$ cat src/rtl/mig_cmd_issuer_pkg.sv
// Shared encodings and widths for the MIG command issuer.
package mig_cmd_issuer_pkg;

    localparam int unsigned QADDR_W = 32;
    localparam int unsigned ADDR_W  = 28;
    localparam int unsigned DATA_W  = 128;
    localparam int unsigned MASK_W  = 16;
    localparam int unsigned CMD_W   = 3;
    localparam int unsigned CNT_W   = 4;

    localparam logic [CMD_W-1:0] CMD_RD = 3'b001;
    localparam logic [CMD_W-1:0] CMD_WR = 3'b000;

    typedef enum logic [2:0] {
        ST_IDLE    = 3'd0,
        ST_RD_CMD  = 3'd1,
        ST_WR_WAIT = 3'd2,
        ST_WR_BOTH = 3'd3,
        ST_WR_CMD  = 3'd4,
        ST_WR_DAT  = 3'd5
    } state_e;

endpackage

$ cat src/rtl/mig_cmd_issuer_if.sv
// Request queue, write-data source and MIG app port bundle; master is the issuer side.
interface mig_cmd_issuer_if;
    import mig_cmd_issuer_pkg::*;

    logic                 rqempty;
    logic [QADDR_W-1:0]   qraddr;
    logic                 rd_bwt;
    logic                 rnext;
    logic                 wdat_valid;
    logic [DATA_W-1:0]    wdat;
    logic                 wdat_ack;
    logic                 app_en;
    logic [CMD_W-1:0]     app_cmd;
    logic [ADDR_W-1:0]    app_addr;
    logic                 app_rdy;
    logic                 app_wdf_wren;
    logic                 app_wdf_end;
    logic [DATA_W-1:0]    app_wdf_data;
    logic [MASK_W-1:0]    app_wdf_mask;
    logic                 app_wdf_rdy;
    logic                 app_rd_data_valid;

    modport master (
        input  rqempty, qraddr, rd_bwt, wdat_valid, wdat,
               app_rdy, app_wdf_rdy, app_rd_data_valid,
        output rnext, wdat_ack, app_en, app_cmd, app_addr,
               app_wdf_wren, app_wdf_end, app_wdf_data, app_wdf_mask
    );

    modport slave (
        output rqempty, qraddr, rd_bwt, wdat_valid, wdat,
               app_rdy, app_wdf_rdy, app_rd_data_valid,
        input  rnext, wdat_ack, app_en, app_cmd, app_addr,
               app_wdf_wren, app_wdf_end, app_wdf_data, app_wdf_mask
    );

endinterface

$ cat src/rtl/mig_cmd_issuer.sv
// Pops read/write requests and issues them to the MIG app port with registered outputs.
// Optional MIG_RD_OUTSTANDING_LIMIT_EN caps in-flight reads at RD_MAX.
module mig_cmd_issuer
    import mig_cmd_issuer_pkg::*;
#(
    parameter int unsigned RD_MAX = 4
) (
    input  logic              mclk,
    input  logic              mrst_n,
    mig_cmd_issuer_if.master  bus,
    output logic              busy
);

    state_e              state_q, state_d;
    logic                app_en_q, app_en_d;
    logic [CMD_W-1:0]    cmd_q, cmd_d;
    logic [ADDR_W-1:0]   addr_q, addr_d;
    logic                wren_q, wren_d;
    logic [DATA_W-1:0]   wdata_q, wdata_d;
    logic                busy_q;
    logic                rnext_c, wdat_ack_c, rd_block_c;
    logic                unused_addr;

    assign unused_addr = ^{bus.qraddr[QADDR_W-1:ADDR_W], bus.qraddr[3:0]};

`ifdef MIG_RD_OUTSTANDING_LIMIT_EN
    logic [CNT_W-1:0] rd_cnt_q;
    logic             rd_acc_c;

    assign rd_acc_c   = app_en_q && (cmd_q == CMD_RD) && bus.app_rdy;
    assign rd_block_c = (rd_cnt_q == CNT_W'(RD_MAX));

    // Outstanding reads: up on command accept, down on returned beat.
    always_ff @(posedge mclk) begin
        if (!mrst_n) begin
            rd_cnt_q <= '0;
        end else if (rd_acc_c && !bus.app_rd_data_valid) begin
            rd_cnt_q <= rd_cnt_q + CNT_W'(1);
        end else if (!rd_acc_c && bus.app_rd_data_valid) begin
            rd_cnt_q <= rd_cnt_q - CNT_W'(1);
        end
    end
`else
    logic unused_limit;
    assign rd_block_c   = 1'b0;
    assign unused_limit = ^{bus.app_rd_data_valid, CNT_W'(RD_MAX)};
`endif

    always_comb begin
        state_d    = state_q;
        app_en_d   = app_en_q;
        cmd_d      = cmd_q;
        addr_d     = addr_q;
        wren_d     = wren_q;
        wdata_d    = wdata_q;
        rnext_c    = 1'b0;
        wdat_ack_c = 1'b0;
        case (state_q)
            ST_IDLE: begin
                // A blocked read stalls the head, so later writes wait too.
                if (!bus.rqempty && !(bus.rd_bwt && rd_block_c)) begin
                    rnext_c = 1'b1;
                    addr_d  = {bus.qraddr[ADDR_W-1:4], 4'b0000};
                    if (bus.rd_bwt) begin
                        state_d  = ST_RD_CMD;
                        app_en_d = 1'b1;
                        cmd_d    = CMD_RD;
                    end else begin
                        state_d  = ST_WR_WAIT;
                        cmd_d    = CMD_WR;
                    end
                end
            end
            ST_RD_CMD: begin
                if (bus.app_rdy) begin
                    state_d  = ST_IDLE;
                    app_en_d = 1'b0;
                end
            end
            ST_WR_WAIT: begin
                if (bus.wdat_valid) begin
                    wdat_ack_c = 1'b1;
                    wdata_d    = bus.wdat;
                    state_d    = ST_WR_BOTH;
                    app_en_d   = 1'b1;
                    wren_d     = 1'b1;
                end
            end
            ST_WR_BOTH: begin
                case ({bus.app_rdy, bus.app_wdf_rdy})
                    2'b11: begin state_d = ST_IDLE;   app_en_d = 1'b0; wren_d = 1'b0; end
                    2'b10: begin state_d = ST_WR_DAT; app_en_d = 1'b0;                end
                    2'b01: begin state_d = ST_WR_CMD; wren_d   = 1'b0;                end
                    default: ;
                endcase
            end
            ST_WR_CMD: begin
                if (bus.app_rdy) begin
                    state_d  = ST_IDLE;
                    app_en_d = 1'b0;
                end
            end
            ST_WR_DAT: begin
                if (bus.app_wdf_rdy) begin
                    state_d = ST_IDLE;
                    wren_d  = 1'b0;
                end
            end
            default: state_d = ST_IDLE;
        endcase
        // No pops or acks while reset is asserted.
        if (!mrst_n) begin
            rnext_c    = 1'b0;
            wdat_ack_c = 1'b0;
        end
    end

    always_ff @(posedge mclk) begin
        if (!mrst_n) begin
            state_q  <= ST_IDLE;
            app_en_q <= 1'b0;
            cmd_q    <= CMD_WR;
            addr_q   <= '0;
            wren_q   <= 1'b0;
            wdata_q  <= '0;
            busy_q   <= 1'b0;
        end else begin
            state_q  <= state_d;
            app_en_q <= app_en_d;
            cmd_q    <= cmd_d;
            addr_q   <= addr_d;
            wren_q   <= wren_d;
            wdata_q  <= wdata_d;
            busy_q   <= (state_d != ST_IDLE);
        end
    end

    assign bus.rnext        = rnext_c;
    assign bus.wdat_ack     = wdat_ack_c;
    assign bus.app_en       = app_en_q;
    assign bus.app_cmd      = cmd_q;
    assign bus.app_addr     = addr_q;
    assign bus.app_wdf_wren = wren_q;
    assign bus.app_wdf_end  = wren_q;
    assign bus.app_wdf_data = wdata_q;
    assign bus.app_wdf_mask = '0;
    assign busy             = busy_q;

endmodule

$ cat src/flat_wrapper.sv
// flat-port wrapper written by rule: the top's interface ports become plain ports
module mig_cmd_issuer_flat import mig_cmd_issuer_pkg::*;
#(
    parameter int unsigned RD_MAX = 4
)
  (mclk, mrst_n, busy, bus_rqempty, bus_qraddr, bus_rd_bwt, bus_wdat_valid, bus_wdat, bus_app_rdy, bus_app_wdf_rdy, bus_app_rd_data_valid, bus_rnext, bus_wdat_ack, bus_app_en, bus_app_cmd, bus_app_addr, bus_app_wdf_wren, bus_app_wdf_end, bus_app_wdf_data, bus_app_wdf_mask);
  mig_cmd_issuer_if bus_i ();
  input  logic mclk;
  input  logic mrst_n;
  output logic busy;
  input wire logic [$bits(bus_i.rqempty)-1:0] bus_rqempty;
  input wire logic [$bits(bus_i.qraddr)-1:0] bus_qraddr;
  input wire logic [$bits(bus_i.rd_bwt)-1:0] bus_rd_bwt;
  input wire logic [$bits(bus_i.wdat_valid)-1:0] bus_wdat_valid;
  input wire logic [$bits(bus_i.wdat)-1:0] bus_wdat;
  input wire logic [$bits(bus_i.app_rdy)-1:0] bus_app_rdy;
  input wire logic [$bits(bus_i.app_wdf_rdy)-1:0] bus_app_wdf_rdy;
  input wire logic [$bits(bus_i.app_rd_data_valid)-1:0] bus_app_rd_data_valid;
  output wire logic [$bits(bus_i.rnext)-1:0] bus_rnext;
  output wire logic [$bits(bus_i.wdat_ack)-1:0] bus_wdat_ack;
  output wire logic [$bits(bus_i.app_en)-1:0] bus_app_en;
  output wire logic [$bits(bus_i.app_cmd)-1:0] bus_app_cmd;
  output wire logic [$bits(bus_i.app_addr)-1:0] bus_app_addr;
  output wire logic [$bits(bus_i.app_wdf_wren)-1:0] bus_app_wdf_wren;
  output wire logic [$bits(bus_i.app_wdf_end)-1:0] bus_app_wdf_end;
  output wire logic [$bits(bus_i.app_wdf_data)-1:0] bus_app_wdf_data;
  output wire logic [$bits(bus_i.app_wdf_mask)-1:0] bus_app_wdf_mask;
  assign bus_i.rqempty = bus_rqempty;
  assign bus_i.qraddr = bus_qraddr;
  assign bus_i.rd_bwt = bus_rd_bwt;
  assign bus_i.wdat_valid = bus_wdat_valid;
  assign bus_i.wdat = bus_wdat;
  assign bus_i.app_rdy = bus_app_rdy;
  assign bus_i.app_wdf_rdy = bus_app_wdf_rdy;
  assign bus_i.app_rd_data_valid = bus_app_rd_data_valid;
  assign bus_rnext = bus_i.rnext;
  assign bus_wdat_ack = bus_i.wdat_ack;
  assign bus_app_en = bus_i.app_en;
  assign bus_app_cmd = bus_i.app_cmd;
  assign bus_app_addr = bus_i.app_addr;
  assign bus_app_wdf_wren = bus_i.app_wdf_wren;
  assign bus_app_wdf_end = bus_i.app_wdf_end;
  assign bus_app_wdf_data = bus_i.app_wdf_data;
  assign bus_app_wdf_mask = bus_i.app_wdf_mask;
  mig_cmd_issuer #(.RD_MAX(RD_MAX)) u_core (.mclk(mclk), .mrst_n(mrst_n), .bus(bus_i), .busy(busy));
endmodule
$ cat config.mk
export PLATFORM = sky130hd
export DESIGN_NAME = mig_cmd_issuer_flat
export DESIGN_NICKNAME = d
export VERILOG_FILES = /design/src/rtl/mig_cmd_issuer_pkg.sv /design/src/rtl/mig_cmd_issuer_if.sv /design/src/rtl/mig_cmd_issuer.sv /design/src/flat_wrapper.sv
export SDC_FILE = /design/constraint.sdc
export NUM_CORES = 1
export LEC_CHECK = 0
export ABC_AREA = 1
export CAP_MARGIN = 20
export CELL_PAD_IN_SITES_DETAIL_PLACEMENT = 1
export CELL_PAD_IN_SITES_GLOBAL_PLACEMENT = 1
export CORE_UTILIZATION = 27
export DETAILED_ROUTE_END_ITERATION = 12
export GPL_TIMING_DRIVEN = 0
export PLACE_DENSITY = 0.93
export SLEW_MARGIN = 20
export SYNTH_ARGS = -nofsm -noshare
export SYNTH_HDL_FRONTEND = slang
export SYNTH_SLANG_ARGS = --single-unit
$ cat constraint.sdc
create_clock -name mclk -period 3.51 [get_ports mclk]
set_clock_uncertainty 0.15 [all_clocks]
set_input_delay 0.702 -clock mclk [delete_from_list [all_inputs] [get_ports mclk]]
set_output_delay 0.702 -clock mclk [all_outputs]
set_load 0.01 [all_outputs]
==> summary.txt <==
Implementation progress

The flow ran to the end, and the final reports show no timing, DRC or antenna violations. In this run, power in combinational logic comes to 0.00120 W. The synthesized netlist devotes 23.3% of its cell area to simple gates. The post-route DRC violation count stands at 0.

The net switching component of the power stands at 0.00147 W. The sum of negative setup slack stands at 0 ns. The number of cells on the worst hold path is listed as 2. The cell area after synthesis stands at 5870 sq um.

According to the Yosys statistics, the synthesized design has a chip area of 5870 sq um. The buffer levels on the longest clock path stands at 2. The synthesized netlist devotes 0% of its cell area to XOR and XNOR gates. The number of buffers and inverters on the critical path is 3. The detail route stage leaves a number of antenna-violating nets equal to 0. The share of Yosys cell area claimed by the top area cell type stands at 54.3%. The root buffer cell chosen for the clock tree is clkbuf_16. The number of global-route vias before repair stands at 6779. The cell sequence reported for the critical path is clkdlybuf4s50_1 > nand3_2 > clkbuf_1 > nor2_1 > clkdlybuf4s50_1.

The slowest stage of the critical path belongs to the cell clkdlybuf4s50_1. The clock tree synthesis step divided the H-tree into 4 levels. Detailed placement finished with a half-perimeter wire length of 18200 um.

The wire length of the first global-routing pass stands at 35300 um. The power in the clock group stands at 0.00179 W. The total congestion overflow after global routing stands at 0. The worst register-to-register path begins at u_core.state_q[0]. The combinational share of power stands at 23.6%. The critical path maximum fanout is 10. The worst hold path belongs to the class flop to flop.

The floorplan step set the die width to 149 um. The mean cell area of the mapped netlist stands at 7.65 sq um. After synthesis, the netlist uses 20 different library cells. The switching share of power stands at 29.0%. The area fraction in full adders, half adders and majority gates stands at 0.853%.

The worst path required time stands at 2.66 ns. The largest stage delay on the critical path stands at 0.55 ns. The final timing report lists a max-slew violation count of 0. Setup repair after global routing left no endpoint under its margin. Timing analysis after detailed placement gives a worst setup slack of 0.175 ns. The worst setup path is launched from a primary input. In the setup report, the worst path falls into the class primary input to output port. The highest clock rate this design can be run at is 302 MHz. At the floorplan stage, the core utilization is reported as 27.7%. The number of cells in the yosys synthesis report stands at 767. The timing report attributes the biggest portion of critical-path delay to buffers and inverters. The post-detailed-route via-to-cell ratio stands at 4.52. The endpoint identified for the worst register-to-register timing path is u_core.bus.app_wdf_data[106]. The yosys warning tally stands at 0. The clock-pin slew reported for the worst setup and hold paths after clock tree synthesis stands at 0.06 ns. The count of cells along the worst register-to-register path stands at 6. The setup-violating endpoint count in the final report stands at 0. The initial antenna violation count stands at 0. The post-synthesis cell count stands at 767. The maximum VDD drop stands at 0.000261 V. The library cells used most frequently in the layout, excluding fill and tap cells, are nor2_1, clkdlybuf4s50_1, dfxtp_1. Per the cell usage report, the commonest logic cell in the layout is nor2_1. The worst hold path begins at u_core.bus.app_cmd[0]. The sequential fraction of design power stands at 41.1%. The static leakage stands at 3.95 nW. TritonCTS built the clock tree. The number of placed I/O pins stands at 349. The iteration count recorded for the first detailed-route pass is 4. The number of hold buffers added after CTS stands at 0. The final estimated routing congestion in global placement stands at 0.809. The final hold violation count recorded for this run is 0.

The main area contributors are dfxtp_1, nor2_1, o21ai_1. The area fraction in mux cells stands at 0%. The largest part of the power goes to sequential cells. The row count stands at 53. Per the final layout report, the fraction of cells sized above drive strength 1 comes to 8.00%. Of the synthesized area, sequential elements account for 54.3%. At the worst endpoint, the arrival time is 2.46 ns. The worst-case reg-to-reg setup slack stands at 1.48 ns. Among the non-sequential cells, simple AND/OR/NAND/NOR gates take the most area. The post-CTS setup-driven buffer insertion count stands at 0. The antenna diode count stands at 0. The measured slew at the worst slew-check pin stands at 0.699 ns. The TritonCTS buffer count stands at 17. Per report_power, the clock group accounts for 35.3% of the total.

Looking at area per cell type in the netlist, the leader is dfxtp_1. In this run the power density over the cells is 505 nW/um^2. The die is 149 um tall.

Per the OpenROAD floorplan log, the area of the die is 22300 sq um. The max-cap violation count stands at 0. After clock tree synthesis, the repair step resized 0 gates.

The standard cell core area stands at 21200 sq um. The count of buffers from port buffering stands at 317. The worst setup path is captured at an output port.

The AND-OR/OR-AND share of the synthesized area stands at 13.7%. Internal power comes to 0.00360 W. The most critical hold endpoint after final layout shows a slack of 0.319 ns. The initial detailed-routing violation count stands at 181. Per the synth log, the flip-flop and latch total comes to 159. STA shows the worst min-delay path finishing at u_core.bus.app_cmd[0].

The number of OpenROAD warnings stands at 38. Entering global routing, the biggest net connects 17 pins. The clock period minus worst slack stands at 3.31 ns.

The final critical path takes up 94.4% of the cycle. The final layout contains 1298 nets. The final layout report lists a filler cell count of 2560. The remaining max-slew budget at the tightest pin stands at 53.4%. In this design, the critical path's most frequently occurring cell is clkdlybuf4s50_1.
-- stage by stage --
step / std cells / total power [W] / instance area [sq um]
after floorplan: 788 / 0.00262 / 5940
after global placement: 1380 / 0.00326 / 9460
after detailed placement: 1380 / 0.00332 / 9460
after CTS: 1411 / 0.00513 / 10000
after global routing: 1413 / 0.00532 / 10000
final: 1413 / 0.00507 / 10000
-- sequential cells by signal, indices dropped and copies added (netlist names) --
register	flops
u_core.bus.app_cmd	1
u_core.busy	1
u_core.bus.app_wdf_end	1
u_core.bus.app_wdf_data	128
u_core.state_q	3
u_core.bus.app_addr	24
u_core.bus.app_en	1
-- Yosys cell counts, drive strengths merged --
cell type and n:
nand2 20, nand3 9, dfxtp 159, or2 1, o21ai 156, nor2 323
nand4 1, conb 1, inv 16, buf 51, ha 4, a21oi 4
clkbuf 22
-- layout make-up --
cell class	instances	area, sq um	share of cell area (%)
clock buffer	18	429	4.28
inverter	16	60.1	0.598
clock inverter	13	130	1.30
buffer	73	403	4.01
tap	275	344	3.43
timing repair buffer	319	3190	31.8
sequential	159	3180	31.7
multi-input combinational	540	2300	22.9
-- how the worst max path moves through the flow --
stage	start	to	slack (ns)	depth (start not counted)
after floorplan	bus_rqempty	bus_rnext	1.40	4
after global placement	bus_rqempty	bus_rnext	0.21	6
after detailed placement	bus_rqempty	bus_rnext	0.17	6
after CTS	u_core.state_q[0]	bus_rnext	0.13	8
after global routing	u_core.state_q[0]	bus_wdat_ack	0.06	6
final	bus_wdat_valid	bus_wdat_ack	0.20	5
-- per-layer routing --
layer / global-route usage, % / wire length (um) / vias to the layer above
met5: 0 / 0 / -
met4: 8.88 / 766 / 0
met3: 4.77 / 1300 / 50
met2: 38.0 / 12000 / 237
met1: 22.6 / 9380 / 2981
li1: - / - / 3117
### Clock wiring as the flow saved it

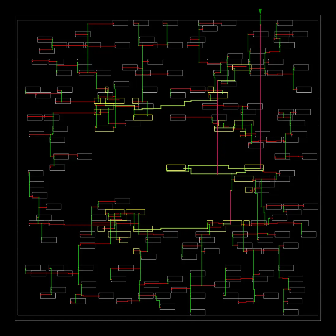
number of clock sinks: 159
flip-flop and latch count: 159
Skew-Pair Late Insertion Delay: 0.41 ns

### Register map, names as in the netlist

(2 px per um) Other sequential cells in the stronger gray, the rest of the logic in the fainter gray.
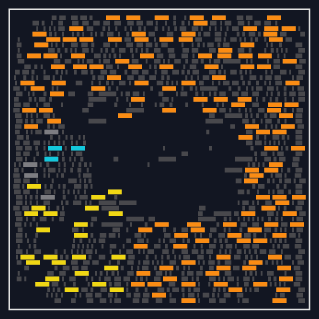
u_core.state_q: shown in cyan, placed flops 3. u_core.bus.app_addr: shown in yellow, placed flops 24, where lower left. u_core.bus.app_wdf_data: shown in orange, placed flops 128, where all over the die.
Another 4 sequential cells are not colored.
final cell utilization of the core: 47.4%
Seq group: 0.00208 W
fraction of area in registers: 31.7%
area occupied by registers: 3180 sq um

### Signal metal coverage by tile

(2 px per um) The die is cut into 30 by 30 equal tiles; black is low, pale yellow is high, scaled to the fullest tile. Values are wire area over tile area, all layers added.
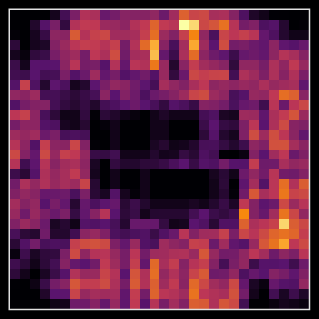
The fullest tile reaches 0.57. The emptiest ninth of the die: center. The mean over all tiles is 0.17. 14% of the tiles are over half the peak.
total vias in the final route: 6385
Total GRT Usage: 20.7%
wire length reported by the detailed router: 23400 um
Avg WL per Cell: 16.6 um

### Drive-strength map

(3 px per um)
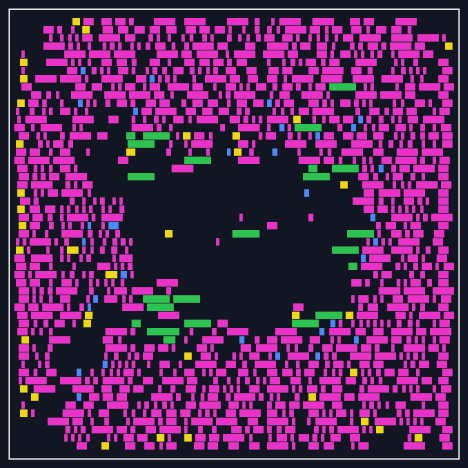
_3 and _4 cells: shown in yellow, cells 37, share 3.3%. _0 and _1 cells: shown in magenta, cells 1047, share 92%. _6 and larger: shown in green, cells 23, share 2.0%. _2 cells: shown in blue, cells 31, share 2.7%.
layout-stage area growth over the synthesis result: 71.1%
final worst slack: 0.198 ns
Buffers, non-clock: 392
final standard cell area without fillers: 10000 sq um

No activity file was given, so power comes from the tool's default toggle rates.
